### Close-up of the layout

Region (27, 27) to (52, 52) um. Cells in grey, sequential cells in the stronger grey; small squares are vias.
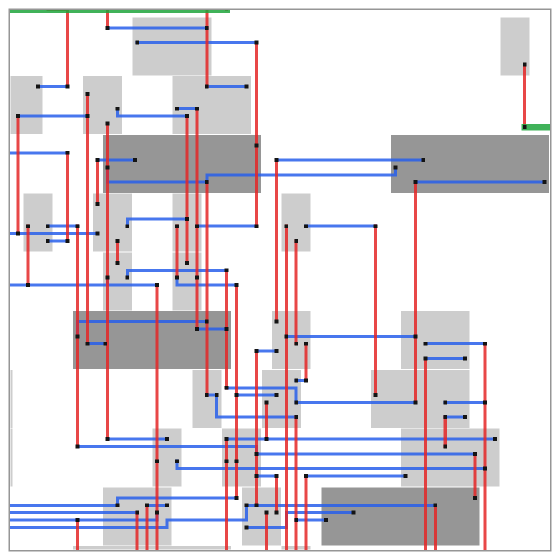
### Routing congestion

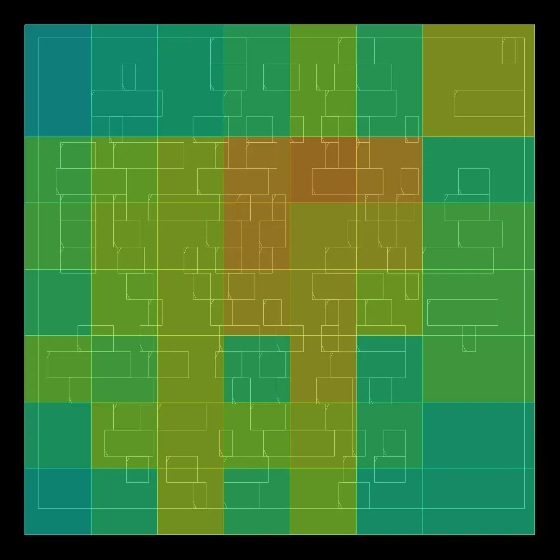
### Routed clock nets over the placement

Scale: 4 px per um.
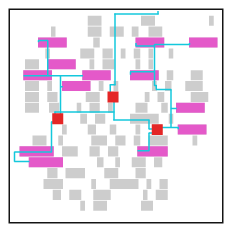
### Selected gate families

Scale: 4 px per um.
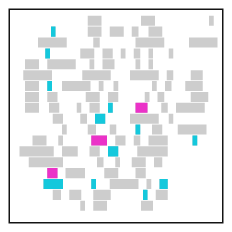
### The metal 1 layer

Scale: 4 px per um.
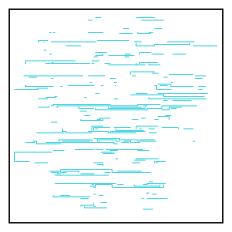
$ cat src/rtl/cpu_pkg.sv
// Shared constants and types for the 3-bit CPU and its program loader.
// ADDR_W must equal $clog2(DEPTH).
package cpu_pkg;

  localparam int unsigned WIDTH  = 3;
  localparam int unsigned DEPTH  = 8;
  localparam int unsigned ADDR_W = 3;

  // Opcodes occupy the upper two bits of an instruction word.
  localparam logic [1:0] OpLoad  = 2'b00;
  localparam logic [1:0] OpAdd   = 2'b01;
  localparam logic [1:0] OpSub   = 2'b10;
  localparam logic [1:0] OpStore = 2'b11;

  // Pad word is LOAD 0, harmless if the CPU ever executes it.
  localparam logic [WIDTH-1:0] FILL_WORD = {OpLoad, 1'b0};

  localparam logic [ADDR_W-1:0] LastAddr = ADDR_W'(DEPTH - 1);

  typedef enum logic [2:0] {
    StIdle,
    StLoad,
    StPad,
    StRelease,
    StRun,
    StError
  } loader_state_e;

endpackage

$ cat src/rtl/loader_checksum.sv
// XOR accumulator over accepted program words; match compares the running
// value against the checksum beat presented on check.
module loader_checksum
  import cpu_pkg::*;
(
  input  logic             clk,
  input  logic             reset,
  input  logic             clear,
  input  logic             enable,
  input  logic [WIDTH-1:0] data,
  input  logic [WIDTH-1:0] check,
  output logic             match
);

  logic [WIDTH-1:0] acc_q;

  // Running XOR, cleared at the start of every load.
  always_ff @(posedge clk) begin
    if (reset || clear) begin
      acc_q <= '0;
    end else if (enable) begin
      acc_q <= acc_q ^ data;
    end
  end

  assign match = (acc_q == check);

endmodule

$ cat src/rtl/program_loader.sv
// Streams a program into the CPU instruction memory, pads short images with
// FILL_WORD and holds the CPU in reset until the image is complete.
// Optional checksum beat: define PROGRAM_LOADER_CHECKSUM_EN.
module program_loader
  import cpu_pkg::*;
(
  input  logic              clk,
  input  logic              reset,
  input  logic              start,
  input  logic              in_valid,
  output logic              in_ready,
  input  logic [WIDTH-1:0]  in_data,
  input  logic              in_last,
  output logic              imem_we,
  output logic [ADDR_W-1:0] imem_addr,
  output logic [WIDTH-1:0]  imem_wdata,
  output logic              cpu_reset,
  output logic              busy,
  output logic              done,
  output logic              error
);

`ifdef PROGRAM_LOADER_CHECKSUM_EN
  localparam bit CkEn = 1'b1;
`else
  localparam bit CkEn = 1'b0;
`endif

  loader_state_e     state_q, state_d;
  logic [ADDR_W-1:0] cnt_q, cnt_d;
  logic              we_d;
  logic [ADDR_W-1:0] addr_d;
  logic [WIDTH-1:0]  wdata_d;

  logic accept;
  logic launch;
  logic last_addr;
  logic ck_beat;  // accepted beat is a checksum, not a program word
  logic ck_ok;
  logic ck_full;  // all DEPTH program words already received

  assign accept    = in_valid && in_ready;
  assign launch    = start && (state_q == StIdle || state_q == StRun || state_q == StError);
  assign last_addr = (cnt_q == LastAddr);

`ifdef PROGRAM_LOADER_CHECKSUM_EN
  logic full_q;

  assign ck_beat = in_last || full_q;
  assign ck_full = full_q;

  // Counter saturates at DEPTH-1, so a flag remembers the last word landed.
  always_ff @(posedge clk) begin
    if (reset || launch) begin
      full_q <= 1'b0;
    end else if (accept && !ck_beat && last_addr) begin
      full_q <= 1'b1;
    end
  end

  loader_checksum u_checksum (
    .clk    (clk),
    .reset  (reset),
    .clear  (launch),
    .enable (accept && !ck_beat),
    .data   (in_data),
    .check  (in_data),
    .match  (ck_ok)
  );
`else
  assign ck_beat = 1'b0;
  assign ck_ok   = 1'b1;
  assign ck_full = 1'b0;
`endif

  // State register.
  always_ff @(posedge clk) begin
    if (reset) begin
      state_q <= StIdle;
    end else begin
      state_q <= state_d;
    end
  end

  // Next-state logic.
  always_comb begin
    state_d = state_q;
    unique case (state_q)
      StIdle, StRun, StError: begin
        if (start) state_d = StLoad;
      end
      StLoad: begin
        if (accept) begin
          if (ck_beat) begin
            if (!ck_ok)       state_d = StError;
            else if (ck_full) state_d = StRelease;
            else              state_d = StPad;
          end else if (last_addr && !CkEn) begin
            state_d = StRelease;
          end else if (in_last && !CkEn) begin
            state_d = StPad;
          end
        end
      end
      StPad: begin
        if (last_addr) state_d = StRelease;
      end
      StRelease: state_d = StRun;
      default:   state_d = StIdle;
    endcase
  end

  // Write-port and counter next values; the final write lands in the RELEASE cycle.
  always_comb begin
    cnt_d   = cnt_q;
    we_d    = 1'b0;
    addr_d  = imem_addr;
    wdata_d = imem_wdata;
    if (launch) begin
      cnt_d = '0;
    end else if (state_q == StLoad && accept && !ck_beat) begin
      we_d    = 1'b1;
      addr_d  = cnt_q;
      wdata_d = in_data;
      if (!last_addr) cnt_d = cnt_q + 1'b1;
    end else if (state_q == StPad) begin
      we_d    = 1'b1;
      addr_d  = cnt_q;
      wdata_d = FILL_WORD;
      if (!last_addr) cnt_d = cnt_q + 1'b1;
    end
  end

  // Counter and registered memory write port.
  always_ff @(posedge clk) begin
    if (reset) begin
      cnt_q      <= '0;
      imem_we    <= 1'b0;
      imem_addr  <= '0;
      imem_wdata <= '0;
    end else begin
      cnt_q      <= cnt_d;
      imem_we    <= we_d;
      imem_addr  <= addr_d;
      imem_wdata <= wdata_d;
    end
  end

  // State-decoded outputs.
  always_comb begin
    in_ready  = 1'b0;
    cpu_reset = 1'b1;
    busy      = 1'b0;
    done      = 1'b0;
    error     = 1'b0;
    unique case (state_q)
      StLoad: begin
        in_ready = 1'b1;
        busy     = 1'b1;
      end
      StPad:     busy = 1'b1;
      StRelease: begin
        busy = 1'b1;
        done = 1'b1;
      end
      StRun:     cpu_reset = 1'b0;
      StError:   error = CkEn;
      default: ;
    endcase
  end

endmodule

$ cat config.mk
export PLATFORM = sky130hd
export DESIGN_NAME = program_loader
export DESIGN_NICKNAME = d
export VERILOG_FILES = /design/src/rtl/cpu_pkg.sv /design/src/rtl/loader_checksum.sv /design/src/rtl/program_loader.sv
export SDC_FILE = /design/constraint.sdc
export NUM_CORES = 1
export LEC_CHECK = 0
export CAP_MARGIN = 20
export CELL_PAD_IN_SITES_DETAIL_PLACEMENT = 2
export CELL_PAD_IN_SITES_GLOBAL_PLACEMENT = 2
export CORE_MARGIN = 1
export CORE_UTILIZATION = 25
export DETAILED_ROUTE_END_ITERATION = 10
export GPL_ROUTABILITY_DRIVEN = 1
export PLACE_DENSITY = 0.77
export SLEW_MARGIN = 0
export SYNTH_ARGS = -nofsm -noshare
export SYNTH_HDL_FRONTEND = slang
export SYNTH_SLANG_ARGS = --single-unit
$ cat constraint.sdc
create_clock -name clk -period 1.63 [get_ports clk]
set_input_delay 0.2445 -clock clk [delete_from_list [all_inputs] [get_ports clk]]
set_output_delay 0.2445 -clock clk [all_outputs]
set_load 0.005 [all_outputs]
==> reports/metrics.sh <==
WORST_SETUP_PATH_END_KIND='flip-flop'
R2R_END='state_q[1]'
ROUTE.DETAILED.DRC=0
PATH_CELLS='ha_1, ha_1, nor2_1, a22oi_1, o221a_1'
POWER_CLOCK_uW=200
DP.FINAL_HPWL_UM=1380
NETLIST.TOP_CELL.BY_INSTANCES='sky130_fd_sc_hd__nand2_1'
POST_SYNTH_INSTANCE_AREA_UM2=651
OPENROAD.WARNINGS=26
SYNTH.AREA.MUX_SHARE_PCT=1.54
BUFFERS=23
VIAS=597
YS_AREA_UM2=651
WORST-R2R-SETUP-SLACK_NS=0.14
CELLLEAKAGEPOWER_nW=0.381
EDF_COUNT=0
SYNTH.CELLS.MOST_FREQUENT='sky130_fd_sc_hd__nand2_1 (14), sky130_fd_sc_hd__dfxtp_1 (13), sky130_fd_sc_hd__nor2_1 (9)'
STARTING_DENSITY_OF_THE_CORE_PCT=26.3
CTS.REPORTEDPATHS.CLKPINSLEW_NS=0.08
ADDER_SHARE_PCT=3.85
SYNTHDISTINCTLIBCELLS=28
FILLERS=297
GRT_PASS1_VIAS=603
TIMING.CLOCK.SKEW_NS=0.00484
COMBGATEAREA_UM2=365
AREA_DELTA_SYNTH_FINAL_PCT=42.3
TIMING.HOLD.WORST.CLASS='flip-flop to flip-flop'
PLACE.DETAILED.INSTANCES=124
TRITONCTS.NUM_BUFFERS=3
YOSYS.AREA_SHARE.AOI_PCT=21.5
P_SW_SHARE_PCT=36.2
TRITONCTS_NUM_SINKS=13
BOUNDARYPINS=20
CLOCK_LATENCY_NS=0.28
STATUS='completed'
SUM_OF_NEGATIVE_SETUP_SLACK_NS=0
ROUTEDLENGTHMET1_UM=786
ROUTABILITYCONGESTION=0.743
SYNTHFLOPTYPE='sky130_fd_sc_hd__dfxtp_1'
FLOP-COUNT=13
CLOCK_TREE.HTREE_LEVEL_COUNT=1
NUM-MULTI-INPUT-GATES=56
SEQ_AREA_SHARE_PCT=29.1
MAPPEDNETLISTNETS=86
SYNTH_CELLS=76
WORST_HOLD_PATH.NUM_CELLS=2
DOMINANT_DELAY_CONTRIBUTOR_BY_CELL_FAMILY_ON_THE_CRITICAL_PATH='adder cells'
YS_SEQ_ELEMENTS=13
INSERTEDDIODECOUNT=0
POWER-PER-CELL-AREA_nW_PER_UM2=1360
YOSYS_CELLS=76
CORE.ROWCOUNT=18
PWR-SHARE-SEQ_PCT=35.8
POST_ROUTE_FRACTION_OF_THE_PERIOD_CONSUMED_BY_THE_CRITICAL_PATH_PCT=91.3
SYNTH_ASYNC_SR_FLOP_SHARE_PCT=0
SYNTH_SEQUENTIAL_AREA_RATIO_PCT=40.0
MAXUSEDROUTINGLAYER='met4'
TRITONCTS='yes'
YOSYS_WARNINGS=0
SLEW_VIOLATIONS=0
SYNTH_TOP_CELL_BY_AREA='sky130_fd_sc_hd__dfxtp_1'
CTS_BUFFER_DEPTH=2
DRT-WIRELENGTH-PER-CELL_UM=13.2
WORST_HOLD_STARTPOINT='imem_addr[1]'
MAX_CAP_VIOLATIONS=0
POWER.SEQUENTIAL.TOTAL_uW=450
SIMPLE_GATE_SHARE_PCT=24.6
FINAL_NET_COUNT=109
ROUTED-WL-MET2_UM=832
FINAL_LAYOUT_TOP_LOGIC_CELLS='sky130_fd_sc_hd__nand2_1 (14), sky130_fd_sc_hd__clkdlybuf4s50_1 (14), sky130_fd_sc_hd__dfxtp_1 (10)'
SHARE_COMB_OF_TOTAL_POWER_PCT=48.3
FP.DIEAREA_UM2=2810
CRITICAL_PATH.STARTPOINT_TYPE='flip-flop'
About 'Close-up of the layout':
[met1] blue
[met2] red
[met3] green
cells with their middle in the window: 24
most frequent: nand2_1 (6), a21oi_1 (4), dfxtp_1 (4)
sequential cells in the window: 4
netlist names of flops here include: cnt_q (2), imem_addr (2)

About 'Routing congestion':
met3 global-route usage: 5.46%
most used routing layer in global routing: met2
met1 routing resource usage after global routing: 16.6%
Finished Core Util: 37.4%
grt met2 use: 23.6%

About 'Routed clock nets over the placement':
[clock wires] cyan | length: 190 um
[flip-flops] magenta | count: 13
[cells driving clock nets] red | count: 3
routed clock nets: 4

About 'Selected gate families':
[AND-OR and OR-AND gates] magenta | cells: 3
[NOR gates] cyan | cells: 12

About 'The metal 1 layer':
share of all routed wire: 47%
longest straight run: 20.2 um
wire length on this layer: 787 um

## how the worst max path moves through the flow
stage | startpoint | to | cells after the start
after floorplan | cnt_q[0] | state_q[1] | 5
after global placement | in_valid | cnt_q[2] | 5
after detailed placement | in_valid | imem_wdata[0] | 5
after CTS | state_q[2] | in_ready | 3
after global routing | cnt_q[0] | state_q[1] | 5
final | cnt_q[0] | state_q[1] | 5
## worst reg2reg max path, delay by kind of cell, from the launching register on
family / cells / cell delay, ns
simple gates: 1 / 0.17
fa+ha+maj: 2 / 0.45
compound gates: 2 / 0.41
flops: 1 / 0.35
## flip-flops by register name (all words and copies together), names as in the netlist
signal and cells:
imem_addr 3, cnt_q 3, state_q 3, imem_wdata 3, imem_we 1
## repair_timing
action	in CTS	in global routing
setup endpoints to repair	4	1
resized	12	2
buffers inserted	0	0
pin swaps	0	0
No activity file was given, so power comes from the tool's default toggle rates.
